### Cell placement, run 1

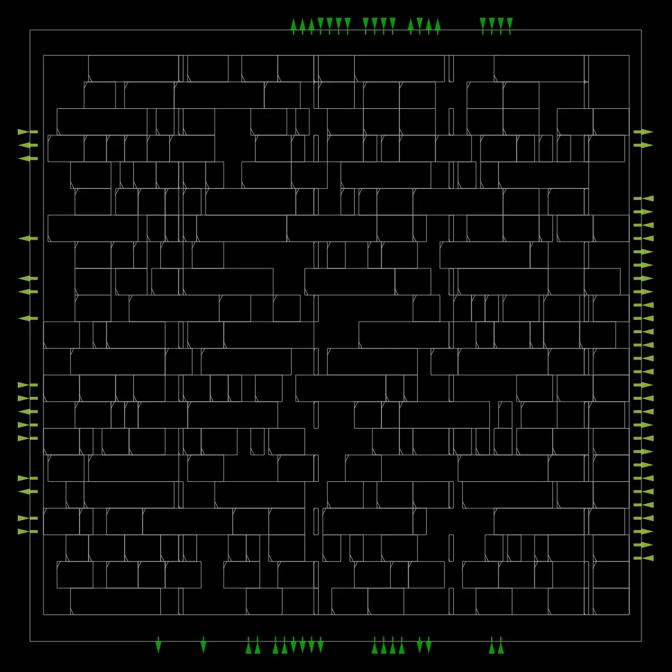
### Signal wires by layer, run 1

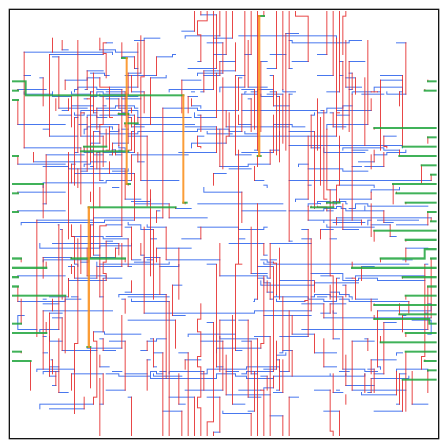
### Zoomed window, run 1

Window x 11 to 51, y 0 to 40 um. Cells in grey, sequential cells in the stronger grey; small squares are vias.
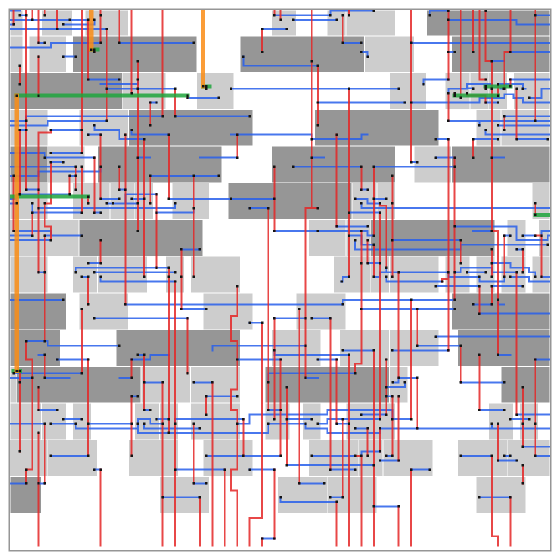
`src/rtl/fb_pkg.sv`:
```
// Shared constants and types for the framebuffer write scheduler.
package fb_pkg;

    localparam int FB_ADDR_WIDTH = 13;
    localparam int FB_DATA_WIDTH = 8;
    localparam int FB_NUM_WORDS  = 6144;   // 128 x 48 pixels per page

    // Scheduler states: RUN serves writers, SWAP_WAIT holds them off until
    // the scanner reaches a frame boundary.
    typedef enum logic {
        ST_RUN       = 1'b0,
        ST_SWAP_WAIT = 1'b1
    } fb_state_t;

    // Requester indices, also used as the encoding of the arbiter's memory.
    localparam logic REQ_A = 1'b0;
    localparam logic REQ_B = 1'b1;

endpackage

```
`src/rtl/fb_write_sched_if.sv`:
```
// Writer-side handshakes and the RAM write port of the framebuffer scheduler.
interface fb_write_sched_if #(
    parameter int ADDR_WIDTH = 13,
    parameter int DATA_WIDTH = 8
);
    logic                  a_valid;
    logic                  a_ready;
    logic [ADDR_WIDTH-1:0] a_addr;
    logic [DATA_WIDTH-1:0] a_data;

    logic                  b_valid;
    logic                  b_ready;
    logic [ADDR_WIDTH-1:0] b_addr;
    logic [DATA_WIDTH-1:0] b_data;

    logic                  wr_enable;
    logic [ADDR_WIDTH:0]   wr_addr;
    logic [DATA_WIDTH-1:0] wr_data;

    // The scheduler: consumes writer requests, drives the RAM port.
    modport slave (
        input  a_valid, a_addr, a_data,
        output a_ready,
        input  b_valid, b_addr, b_data,
        output b_ready,
        output wr_enable, wr_addr, wr_data
    );

    // The environment: writers plus the RAM.
    modport master (
        output a_valid, a_addr, a_data,
        input  a_ready,
        output b_valid, b_addr, b_data,
        input  b_ready,
        input  wr_enable, wr_addr, wr_data
    );
endinterface

```
`src/rtl/fb_write_sched_rr_arb2.sv`:
```
// Two-input round-robin arbiter. On a tie the requester that did not win
// the last accepted transfer is granted; the memory resets to B so A wins
// the first tie after reset.
module rr_arb2
    import fb_pkg::*;
(
    input  logic clk,
    input  logic reset,
    input  logic valid_a,
    input  logic valid_b,
    input  logic accept,     // the current grant was taken this cycle
    output logic grant_a,
    output logic grant_b
);

    logic last_grant;

    // Grant selection: single requester wins outright, ties alternate.
    always_comb begin
        // NOTE: every output gets a default first so no path leaves it unassigned (no latch).
        grant_a = 1'b0;
        grant_b = 1'b0;
        if (valid_a && valid_b) begin
            if (last_grant == REQ_A) grant_b = 1'b1;
            else                     grant_a = 1'b1;
        end else begin
            grant_a = valid_a;
            grant_b = valid_b;
        end
    end

    // Remember who was served last, only when a transfer actually happens.
    always_ff @(posedge clk or posedge reset) begin
        // NOTE: sequential state uses non-blocking assignments so every flop samples pre-edge values.
        if (reset)       last_grant <= REQ_B;
        else if (accept) last_grant <= grant_b ? REQ_B : REQ_A;
    end

endmodule

```
`src/rtl/fb_write_sched.sv`:
```
// Framebuffer write scheduler: arbitrates two pixel writers onto the single
// RAM write port, always into the back page, and flips pages only at a
// scanner frame boundary so the panel never shows a torn frame.
module fb_write_sched
    import fb_pkg::*;
#(
    parameter int ADDR_WIDTH = FB_ADDR_WIDTH,
    parameter int DATA_WIDTH = FB_DATA_WIDTH,
    parameter int NUM_WORDS  = FB_NUM_WORDS
) (
    input  logic              clk,
    input  logic              reset,
    fb_write_sched_if.slave   bus,
    input  logic              swap_req,
    input  logic              frame_start,
    output logic              rd_page,
    output logic              swap_done,
    output logic [7:0]        drop_count
);

    localparam logic [ADDR_WIDTH-1:0] LAST_VALID = ADDR_WIDTH'(NUM_WORDS - 1);

    fb_state_t             state_q, state_d;
    logic                  flip;
    logic                  run_en;
    logic                  grant_a, grant_b;
    logic                  accept;
    logic [ADDR_WIDTH-1:0] sel_addr;
    logic [DATA_WIDTH-1:0] sel_data;
    logic                  in_range;

    logic                  wr_enable_q;
    logic [ADDR_WIDTH:0]   wr_addr_q;
    logic [DATA_WIDTH-1:0] wr_data_q;

    // Writers are served only in RUN and never while reset is held, so the
    // readies drop immediately when reset rises.
    assign run_en = (state_q == ST_RUN) && !reset;

    rr_arb2 u_arb (
        .clk     (clk),
        .reset   (reset),
        .valid_a (bus.a_valid),
        .valid_b (bus.b_valid),
        .accept  (accept),
        .grant_a (grant_a),
        .grant_b (grant_b)
    );

    assign bus.a_ready = grant_a && run_en;
    assign bus.b_ready = grant_b && run_en;
    assign accept      = run_en && (bus.a_valid || bus.b_valid);

    // Mux the winning request; out-of-range writes are still accepted so a
    // bad writer cannot stall the port, but they never reach the RAM.
    always_comb begin
        sel_addr = bus.b_addr;
        sel_data = bus.b_data;
        if (grant_a) begin
            sel_addr = bus.a_addr;
            sel_data = bus.a_data;
        end
        in_range = (sel_addr <= LAST_VALID);
    end

    // FSM state register.
    always_ff @(posedge clk or posedge reset) begin
        if (reset) state_q <= ST_RUN;
        else       state_q <= state_d;
    end

    // FSM next state: a flip request parks writers until the next frame
    // boundary; a frame_start in the request cycle is seen while still in
    // RUN and therefore cannot satisfy it.
    always_comb begin
        state_d = state_q;
        flip    = 1'b0;
        case (state_q)
            ST_RUN: begin
                if (swap_req) state_d = ST_SWAP_WAIT;
            end
            ST_SWAP_WAIT: begin
                if (frame_start) begin
                    state_d = ST_RUN;
                    flip    = 1'b1;
                end
            end
            default: state_d = ST_RUN;
        endcase
    end

    // Page select and flip acknowledge.
    always_ff @(posedge clk or posedge reset) begin
        if (reset) begin
            rd_page   <= 1'b0;
            swap_done <= 1'b0;
        end else begin
            rd_page   <= rd_page ^ flip;
            swap_done <= flip;
        end
    end

    // One-cycle write pipeline; the back page is captured at acceptance so
    // a write accepted alongside a flip still lands in the old back page.
    always_ff @(posedge clk or posedge reset) begin
        if (reset) begin
            wr_enable_q <= 1'b0;
            wr_addr_q   <= '0;
            wr_data_q   <= '0;
        end else begin
            wr_enable_q <= accept && in_range;
            if (accept) begin
                wr_addr_q <= {~rd_page, sel_addr};
                wr_data_q <= sel_data;
            end
        end
    end

    // Saturating count of accepted writes that were discarded.
    always_ff @(posedge clk or posedge reset) begin
        if (reset)
            drop_count <= '0;
        else if (accept && !in_range && drop_count != 8'hFF)
            drop_count <= drop_count + 8'd1;
    end

    assign bus.wr_enable = wr_enable_q;
    assign bus.wr_addr   = wr_addr_q;
    assign bus.wr_data   = wr_data_q;

endmodule

```
`src/flat_wrapper.sv`:
```
// flat-port wrapper written by rule: the top's interface ports become plain ports
module fb_write_sched_flat import fb_pkg::*;
#(
    parameter int ADDR_WIDTH = FB_ADDR_WIDTH,
    parameter int DATA_WIDTH = FB_DATA_WIDTH,
    parameter int NUM_WORDS  = FB_NUM_WORDS
)
  (clk, reset, swap_req, frame_start, rd_page, swap_done, drop_count, bus_a_valid, bus_a_addr, bus_a_data, bus_a_ready, bus_b_valid, bus_b_addr, bus_b_data, bus_b_ready, bus_wr_enable, bus_wr_addr, bus_wr_data);
  fb_write_sched_if #(.ADDR_WIDTH(ADDR_WIDTH), .DATA_WIDTH(DATA_WIDTH)) bus_i ();
  input  logic clk;
  input  logic reset;
  input  logic swap_req;
  input  logic frame_start;
  output logic rd_page;
  output logic swap_done;
  output logic [7:0] drop_count;
  input wire logic [$bits(bus_i.a_valid)-1:0] bus_a_valid;
  input wire logic [$bits(bus_i.a_addr)-1:0] bus_a_addr;
  input wire logic [$bits(bus_i.a_data)-1:0] bus_a_data;
  output wire logic [$bits(bus_i.a_ready)-1:0] bus_a_ready;
  input wire logic [$bits(bus_i.b_valid)-1:0] bus_b_valid;
  input wire logic [$bits(bus_i.b_addr)-1:0] bus_b_addr;
  input wire logic [$bits(bus_i.b_data)-1:0] bus_b_data;
  output wire logic [$bits(bus_i.b_ready)-1:0] bus_b_ready;
  output wire logic [$bits(bus_i.wr_enable)-1:0] bus_wr_enable;
  output wire logic [$bits(bus_i.wr_addr)-1:0] bus_wr_addr;
  output wire logic [$bits(bus_i.wr_data)-1:0] bus_wr_data;
  assign bus_i.a_valid = bus_a_valid;
  assign bus_i.a_addr = bus_a_addr;
  assign bus_i.a_data = bus_a_data;
  assign bus_a_ready = bus_i.a_ready;
  assign bus_i.b_valid = bus_b_valid;
  assign bus_i.b_addr = bus_b_addr;
  assign bus_i.b_data = bus_b_data;
  assign bus_b_ready = bus_i.b_ready;
  assign bus_wr_enable = bus_i.wr_enable;
  assign bus_wr_addr = bus_i.wr_addr;
  assign bus_wr_data = bus_i.wr_data;
  fb_write_sched #(.ADDR_WIDTH(ADDR_WIDTH), .DATA_WIDTH(DATA_WIDTH), .NUM_WORDS(NUM_WORDS)) u_core (.clk(clk), .reset(reset), .bus(bus_i), .swap_req(swap_req), .frame_start(frame_start), .rd_page(rd_page), .swap_done(swap_done), .drop_count(drop_count));
endmodule
```
`config.mk`:
```
export PLATFORM = sky130hd
export DESIGN_NAME = fb_write_sched_flat
export DESIGN_NICKNAME = d
export VERILOG_FILES = /design/src/rtl/fb_pkg.sv /design/src/rtl/fb_write_sched_if.sv /design/src/rtl/fb_write_sched_rr_arb2.sv /design/src/rtl/fb_write_sched.sv /design/src/flat_wrapper.sv
export SDC_FILE = /design/constraint.sdc
export NUM_CORES = 1
export LEC_CHECK = 0
export CAP_MARGIN = 20
export CORE_UTILIZATION = 44
export CTS_BUF_LIST = sky130_fd_sc_hd__clkbuf_4 sky130_fd_sc_hd__clkbuf_8
export DETAILED_ROUTE_END_ITERATION = 12
export GPL_ROUTABILITY_DRIVEN = 0
export PLACE_DENSITY_LB_ADDON = 0.05
export SYNTH_ARGS = -nofsm -noshare
export SYNTH_HDL_FRONTEND = slang
export SYNTH_SLANG_ARGS = --single-unit
export TNS_END_PERCENT = 1
```
`constraint.sdc`:
```
create_clock -name clk -period 3.8 [get_ports clk]
set_clock_uncertainty 0.2 [all_clocks]
set_input_delay 0.38 -clock clk [delete_from_list [all_inputs] [get_ports clk]]
set_output_delay 0.38 -clock clk [all_outputs]
set_load 0.005 [all_outputs]
```
==> impl_metrics.py, run 1 <==
# Physical implementation metrics
metrics = {
    "sta": {
        "unrepaired_setup_endpoints_after_global_routing": "no",
        "relative_slew_margins_pct": 48.5,
        "final.period_utilization_pct": 68.4,
        "finalSetupTns_ns": 0,
        "layout_min_cycle_time_ns": 2.60,
        "finalSetupViolations": 0,
        "fmax_ghz": 0.385,
        "hold_viol_final": 0,
        "slew_violations": 0,
        "max_slew.worst_pin.slew_ns": 0.772,
    },
    "clocking": {
        "clk_transition_reported_paths_ns": 0.11,
        "post-cts-setup-buffers": 0,
        "clock_insertion_delay_worst_skew_ns": 0.32,
        "cts.sinks": 35,
        "cts_resized": 0,
        "numCtsBuffers": 5,
        "root_buffer": "sky130_fd_sc_hd__clkbuf_4",
        "h-tree-depth": 2,
        "post_cts_hold_buffer_count": 0,
    },
    "flow_run": {
        "max-cap-violations": 0,
        "stage_log_warnings": 26,
    },
    "pwr": {
        "powerDensity_nw_per_um2": 435,
        "total_leakage_power_nw": 1.18,
        "power_mw": 1.11,
        "power.ir.vdd_worst_mv": 0.310,
    },
    "yosys": {
        "number_of_nets_at_floorplan": 201,
        "synth.distinct_cells": 28,
        "netlist_logic_family_top": "multiplexers",
        "yosys.area_share.simple_pct": 12.2,
        "synthAoiAreaFrac_pct": 10.7,
        "synthesis.area_per_instance_um2": 10.6,
        "synth_xor_xnor_area_share_pct": 3.27,
        "synth_chip_area_um2": 1610,
        "synthDominantCellAreaShare_pct": 53.0,
        "count_of_state_elements_after_synthesis": 35,
        "proportion_of_synthesized_area_in_mux_cells_pct": 16.0,
        "yosysTopAreaCell": "sky130_fd_sc_hd__dfrtp_1",
        "enable_flop_cells": 0,
        "mappedNetlistArea_um2": 1610,
    },
    "global_routing": {
        "globalRoute.totalOverflow": 0,
        "grt_start_max_net_pins": 36,
        "antenna_found_initial": 0,
        "globalRouteTotalUtil_pct": 22.3,
        "first_global_vias": 1486,
        "grt_pass1_wl_um": 6840,
    },
    "route": {
        "routed_wire_length_per_instance_um": 13.7,
        "drt-total-wl_um": 3880,
        "remaining_drc_errors": 0,
        "detailedRoute.firstPassIterationCount": 6,
        "postRouteAntennaNets": 0,
        "drtIter0Drc": 34,
        "vias_per_cell": 5.14,
    },
    "layout": {
        "layout-area-overhead-vs-synth_pct": 59.0,
        "nets": 286,
        "layout-drive-gt1-share_pct": 7.14,
        "final_cells": 284,
        "largest_register_ff_count": 14,
        "antenna-diode-count": 0,
    },
    "worst_hold_path": {
        "hp-class": "reg -> reg",
        "timing.hold.worst_endpoint": "u_core.bus.wr_addr[11]",
        "timing.hold.worst_path_depth": 2,
    },
    "placed_design": {
        "post-place-cells": 276,
        "placement.io_buffers": 82,
    },
    "setup_path": {
        "worst_ep_required_time_ns": 3.22,
        "max_fo_critical_path": 13,
        "rr_worst_depth": 4,
        "crit_type": "in -> out",
        "regToRegSetupSlack_ns": 1.45,
        "endpoint_kind": "output pin",
        "critical_path.startpoint": "bus_b_valid",
        "critical_path_start_type": "primary input",
        "worstReg2RegStart": "u_core.u_arb.last_grant",
        "r2r-end": "u_core.drop_count[1]",
        "timing.critical_path.to": "bus_a_ready",
    },
    "die": {
        "die-width_um": 62.4,
        "core_util_floorplan_pct": 47.0,
        "fp.dieH_um": 62.4,
        "core.rowCount": 21,
        "boundaryPins": 83,
        "fp.dieArea_um2": 3900,
    },
    "run_status": {
        "outcome": "complete, no violations",
    },
}
## Picture notes: 'Cell placement'
share of the core filled with cells in the final layout: 74.8%
seq_cells: 35

## Picture notes: 'Signal wires by layer'
metal 1: marked blue, wire length 1670 um. metal 3: marked green, wire length 239 um. metal 4: marked orange, wire length 74.8 um. metal 2: marked red, wire length 1890 um.

## Picture notes: 'Zoomed window'
metal 4: marked orange. metal 3: marked green. metal 2: marked red. metal 1: marked blue.
Most frequent: clkdlybuf4s50_1 (24), dfrtp_1 (18). 93 logic cells have their middle in the window. Sequential cells in the window: 18. Netlist names of flops here include u_core.bus.wr_data (8), u_core.bus.wr_addr (7), u_core.drop_count (3).

==> run 1: layout by cell type (no fill, tap or decap), types with 2 or more instances in the layout <==
cell / Yosys / layout
sky130_fd_sc_hd__nand4_1: 2 / 2
sky130_fd_sc_hd__dfrtp_1: 34 / 34
sky130_fd_sc_hd__clkbuf_4: 0 / 6
sky130_fd_sc_hd__inv_1: 2 / 2
sky130_fd_sc_hd__clkdlybuf4s50_1: 0 / 82
sky130_fd_sc_hd__xor2_1: 2 / 2
sky130_fd_sc_hd__a31oi_1: 2 / 2
sky130_fd_sc_hd__nor2_1: 4 / 4
sky130_fd_sc_hd__o21ai_0: 23 / 22
sky130_fd_sc_hd__nand3_1: 5 / 5
sky130_fd_sc_hd__nand2_1: 27 / 27
sky130_fd_sc_hd__clkbuf_8: 0 / 2
sky130_fd_sc_hd__xnor2_1: 4 / 4
sky130_fd_sc_hd__and3_1: 4 / 4
sky130_fd_sc_hd__buf_4: 0 / 3
sky130_fd_sc_hd__mux2i_1: 22 / 22
==> run 1: Yosys cell counts, types with 2 or more instances <==
master	n
sky130_fd_sc_hd__nand2_1	27
sky130_fd_sc_hd__xor2_1	2
sky130_fd_sc_hd__dfrtp_1	34
sky130_fd_sc_hd__xnor2_1	4
sky130_fd_sc_hd__inv_1	2
sky130_fd_sc_hd__nor2_1	4
sky130_fd_sc_hd__and3_1	4
sky130_fd_sc_hd__nand3_1	5
sky130_fd_sc_hd__mux2i_1	22
sky130_fd_sc_hd__a31oi_1	2
sky130_fd_sc_hd__buf_2	2
sky130_fd_sc_hd__nand4_1	2
sky130_fd_sc_hd__clkbuf_1	5
sky130_fd_sc_hd__o21ai_0	23
==> run 1: area by class of cell <==
cell class                 instances  area, um^2
multi-input combinational        107         693
tap                               46        57.6
inverter                           3        11.3
timing repair buffer              85         843
fill                             261         861
clock buffer                       8        72.6
sequential                        35         877
==> run 1: layer usage <==
metal	up-vias	GRT usage [%]	wire length, um
met5	-	0	0
li1	697	-	-
met4	0	10.2	74
met2	68	35.6	1890
met3	8	5.47	238
met1	686	28.6	1670
==> run 1: through the flow <==
stage	area, um^2	utilization [%]	worst slack [ns]	hold WS (ns)
after global placement	2480	72.7	0.960	0.262
after CTS	2550	74.8	1.18	0.297
after detailed placement	2480	72.7	0.863	0.271
final	2550	74.8	1.20	0.290
after floorplan	1610	-	1.94	0.273
after global routing	2550	74.8	1.14	0.315
==> run 1: where the power goes <==
part	switching [mW]	total, mW	leakage [nW]	internal (mW)
Combinational	0.132	0.365	0.696	0.234
Sequential	0.0578	0.512	0.440	0.454
Clock	0.119	0.235	0.0420	0.116
==> run 1: worst max-delay path, stage by stage <==
cell and delay [ns]:
sky130_fd_sc_hd__clkdlybuf4s50_1 0.56, sky130_fd_sc_hd__inv_2 0.06, sky130_fd_sc_hd__o21ai_4 0.46, sky130_fd_sc_hd__nor3_1 0.09, sky130_fd_sc_hd__clkdlybuf4s50_1 0.47
==> inputs of run 2 (changes only) <==
- CORE_UTILIZATION: 44 -> 41
- clock period: 3.8 -> 2.7 ns (I/O delays scaled with it)
==> run 2 against run 1 <==
First-iteration DRC count is 29% lower. Flip-flop count stayed put. Power is 46% higher. Largest cell class unchanged. Highest routed layer unchanged.
==> impl_metrics.py, run 2 <==
# Physical implementation metrics
metrics = {
    "yosys": {
        "yosys-stat-cells": 152,
        "synth_chip_area_um2": 1610,
        "number_of_nets_at_floorplan": 201,
        "topCellsByArea": "sky130_fd_sc_hd__dfrtp_1 53%, sky130_fd_sc_hd__mux2i_1 14%, sky130_fd_sc_hd__o21ai_0 7.2%, sky130_fd_sc_hd__nand2_1 6.3%, sky130_fd_sc_hd__xnor2_1 2.2%",
        "top_cells_by_count": "34 x sky130_fd_sc_hd__dfrtp_1, 27 x sky130_fd_sc_hd__nand2_1, 23 x sky130_fd_sc_hd__o21ai_0, 22 x sky130_fd_sc_hd__mux2i_1",
        "synthesis.area_per_instance_um2": 10.6,
        "yosysTopAreaCell": "sky130_fd_sc_hd__dfrtp_1",
        "yosysWarningCount": 0,
        "synthDominantCellAreaShare_pct": 53.0,
        "count_of_state_elements_after_synthesis": 35,
        "enable_flop_cells": 0,
        "asyncSetResetFlopFracSynth_pct": 100,
        "mappedNetlistArea_um2": 1610,
        "yosys_most_used_dff": "sky130_fd_sc_hd__dfrtp_1",
        "synth.distinct_cells": 28,
        "netlist_instances": 152,
        "most_common_cell_in_the_netlist": "sky130_fd_sc_hd__dfrtp_1",
        "synth-seq-area-share_pct": 54.6,
    },
    "layout": {
        "layout-drive-gt1-share_pct": 8.30,
        "layout-area-overhead-vs-synth_pct": 61.8,
        "lay_top_count": "sky130_fd_sc_hd__clkdlybuf4s50_1",
        "layout.cell_area.non_filler_um2": 2600,
        "layout_top_cells": "82 x sky130_fd_sc_hd__clkdlybuf4s50_1, 34 x sky130_fd_sc_hd__dfrtp_1, 27 x sky130_fd_sc_hd__nand2_1, 22 x sky130_fd_sc_hd__mux2i_1, 22 x sky130_fd_sc_hd__o21ai_0",
        "largest_register_ff_count": 14,
        "fin_util_pct": 69.9,
        "antenna-diode-count": 0,
        "nets": 289,
    },
    "sta": {
        "setup_ws_ns": 0.537,
        "finalSetupViolations": 0,
        "slew_violations": 0,
        "max_slew.worst_pin.slew_ns": 0.391,
        "finalSetupTns_ns": 0,
        "hold_viol_final": 0,
        "relative_slew_margins_pct": 73.8,
        "layout_min_cycle_time_ns": 2.16,
        "fmax_ghz": 0.462,
        "unrepaired_setup_endpoints_after_global_routing": "no",
        "final.period_utilization_pct": 80.1,
    },
    "die": {
        "fp.dieArea_um2": 4170,
        "fp.dieH_um": 64.6,
        "boundaryPins": 83,
        "die-width_um": 64.6,
        "core_util_floorplan_pct": 43.2,
    },
    "pwr": {
        "power.ir.vdd_worst_mv": 0.408,
        "total_leakage_power_nw": 1.20,
        "powerDensity_nw_per_um2": 626,
    },
    "placed_design": {
        "detailedPlace.worstSlack_ns": 0.421,
        "place_area_um2": 2510,
        "placement.io_buffers": 82,
        "detailedPlacementHpwl_um": 3060,
    },
    "flow_run": {
        "max-cap-violations": 0,
        "stage_log_warnings": 26,
    },
    "route": {
        "routed_wire_length_per_instance_um": 13.5,
        "drt-total-wl_um": 3910,
        "via_count": 1414,
        "remaining_drc_errors": 0,
        "drtIter0Drc": 24,
        "vias_per_cell": 4.89,
        "detailedRoute.firstPassIterationCount": 4,
        "postRouteAntennaNets": 0,
    },
    "setup_path": {
        "worst_ep_required_time_ns": 2.23,
        "crit_family": "buffers and inverters",
        "timing.critical_path.buf_inv": 2,
        "crit_type": "in -> out",
        "endpoint_kind": "output pin",
        "worstReg2RegStart": "u_core.drop_count[0]",
        "critPathSlowestCell": "sky130_fd_sc_hd__clkdlybuf4s50_1",
        "rr_worst_depth": 5,
        "r2r-end": "u_core.drop_count[1]",
        "slowest_delay_ns": 0.60,
        "path_depth": 4,
        "critical-path-top-cell-by-count": "sky130_fd_sc_hd__clkdlybuf4s50_1",
        "cp_data_arrival_time_ns": 1.69,
        "regToRegSetupSlack_ns": 0.81,
        "max_fo_critical_path": 4,
        "critical_path_start_type": "primary input",
        "worstPathCellList": "clkdlybuf4s50_1 > o21ai_4 > nor3_1 > clkdlybuf4s50_1",
    },
    "clocking": {
        "h-tree-depth": 2,
        "clk_transition_reported_paths_ns": 0.06,
        "post-cts-setup-buffers": 0,
        "numCtsBuffers": 5,
        "clock_insertion_delay_worst_skew_ns": 0.28,
        "cts.sinks": 35,
        "root_buffer": "sky130_fd_sc_hd__clkbuf_8",
        "post_cts_hold_buffer_count": 0,
        "cts_resized": 0,
        "cts_tree": "built",
        "ctsLongestPathBuffers": 2,
    },
    "global_routing": {
        "grt_pass1_wl_um": 6700,
        "globalRouteTotalUtil_pct": 21.3,
        "grt_start_max_net_pins": 47,
        "globalRoute.totalOverflow": 0,
        "first_global_vias": 1470,
        "antenna_found_initial": 0,
    },
    "run_status": {
        "outcome": "complete, no violations",
    },
    "worst_hold_path": {
        "hp-class": "in -> async",
    },
}
[run 2: cell counts after synthesis]
No cell type changed its count.
[run 2: routing by layer]
layer | wire length (um) | vias up | global-route usage, %
li1 | - | 703 | -
met1 | 1660 | 650 | 24.5
met2 | 1950 | 52 | 36.6
met3 | 220 | 9 | 5.81
met4 | 81 | 0 | 10.0
met5 | 0 | - | 0
[run 2: cells by family after synthesis]
logic type	synth area share (%)
muxes	16.0
AOI/OAI and AO/OA	10.7
adders and majority gates	0.779
xor gates and xnor gates	3.27
and+or+nand+nor	12.2
DFF	54.6
buffers and inverters	2.49
[run 2: stage by stage]
stage	std cells	hold slack (ns)	total power [mW]
finish	289	0.183	1.63
floorplan	152	0.163	0.902
global route	289	0.232	1.73
CTS	289	0.178	1.65
detailed placement	281	0.271	1.26
global placement	281	0.264	1.24
[run 2: area by class of cell]
class / count / area [um^2]
clock buffer: 8 / 91.3
fill: 298 / 1120
inverter: 3 / 11.3
multi-input combinational: 107 / 693
sequential: 35 / 877
tap: 48 / 60.1
timing repair buffer: 88 / 866
[run 2: worst register-to-register path: stages (launching register included)]
cell and delay [ns]:
sky130_fd_sc_hd__dfrtp_1 0.42, sky130_fd_sc_hd__ha_1 0.28, sky130_fd_sc_hd__and3_1 0.21, sky130_fd_sc_hd__nand3_1 0.08
sky130_fd_sc_hd__and3_1 0.21, sky130_fd_sc_hd__mux2_1 0.36
[run 2: power by group]
part | total [mW] | switching, mW | leakage [nW] | internal (mW)
clock network | 0.382 | 0.169 | 0.0498 | 0.213
registers | 0.725 | 0.0840 | 0.440 | 0.641
logic | 0.519 | 0.185 | 0.711 | 0.334
[run 2: worst max path at each step]
| stage | start | to | slack, ns |
|---|---|---|---|
| after global routing | u_core.state_q | bus_b_ready | 0.41 |
| after detailed placement | bus_b_valid | u_core.drop_count[1] | 0.42 |
| after floorplan | u_core.u_arb.last_grant | u_core.drop_count[1] | 0.85 |
| after CTS | u_core.state_q | bus_b_ready | 0.52 |
| final | bus_a_valid | bus_a_ready | 0.54 |
| after global placement | bus_b_valid | u_core.drop_count[1] | 0.54 |
### Cell placement, run 2

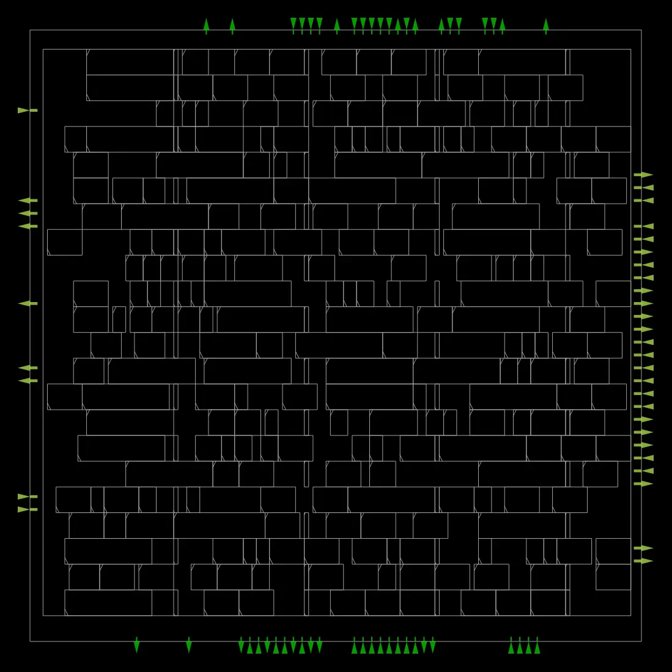
number of cells in the finished layout apart from fillers: 289
placeable core region: 3720 um^2
register share of the cell area: 33.8%
number of standard-cell rows in the floorplan: 22

### Zoomed window, run 2

Window x 12 to 52, y 0 to 40 um. Cells in grey, sequential cells in the stronger grey; small squares are vias.
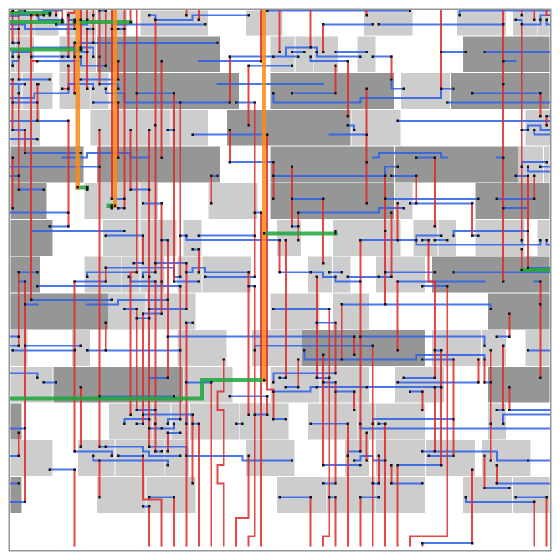
metal 4: marked orange. metal 3: marked green. metal 2: marked red. metal 1: marked blue.
Netlist names of flops here include u_core.bus.wr_addr (7), u_core.bus.wr_data (7), u_core.drop_count (2). Sequential cells in the window: 18. 107 logic cells have their middle in the window. Most frequent: clkdlybuf4s50_1 (28), dfrtp_1 (17), o21ai_0 (14).

Power is estimated from default activity; no workload was simulated.
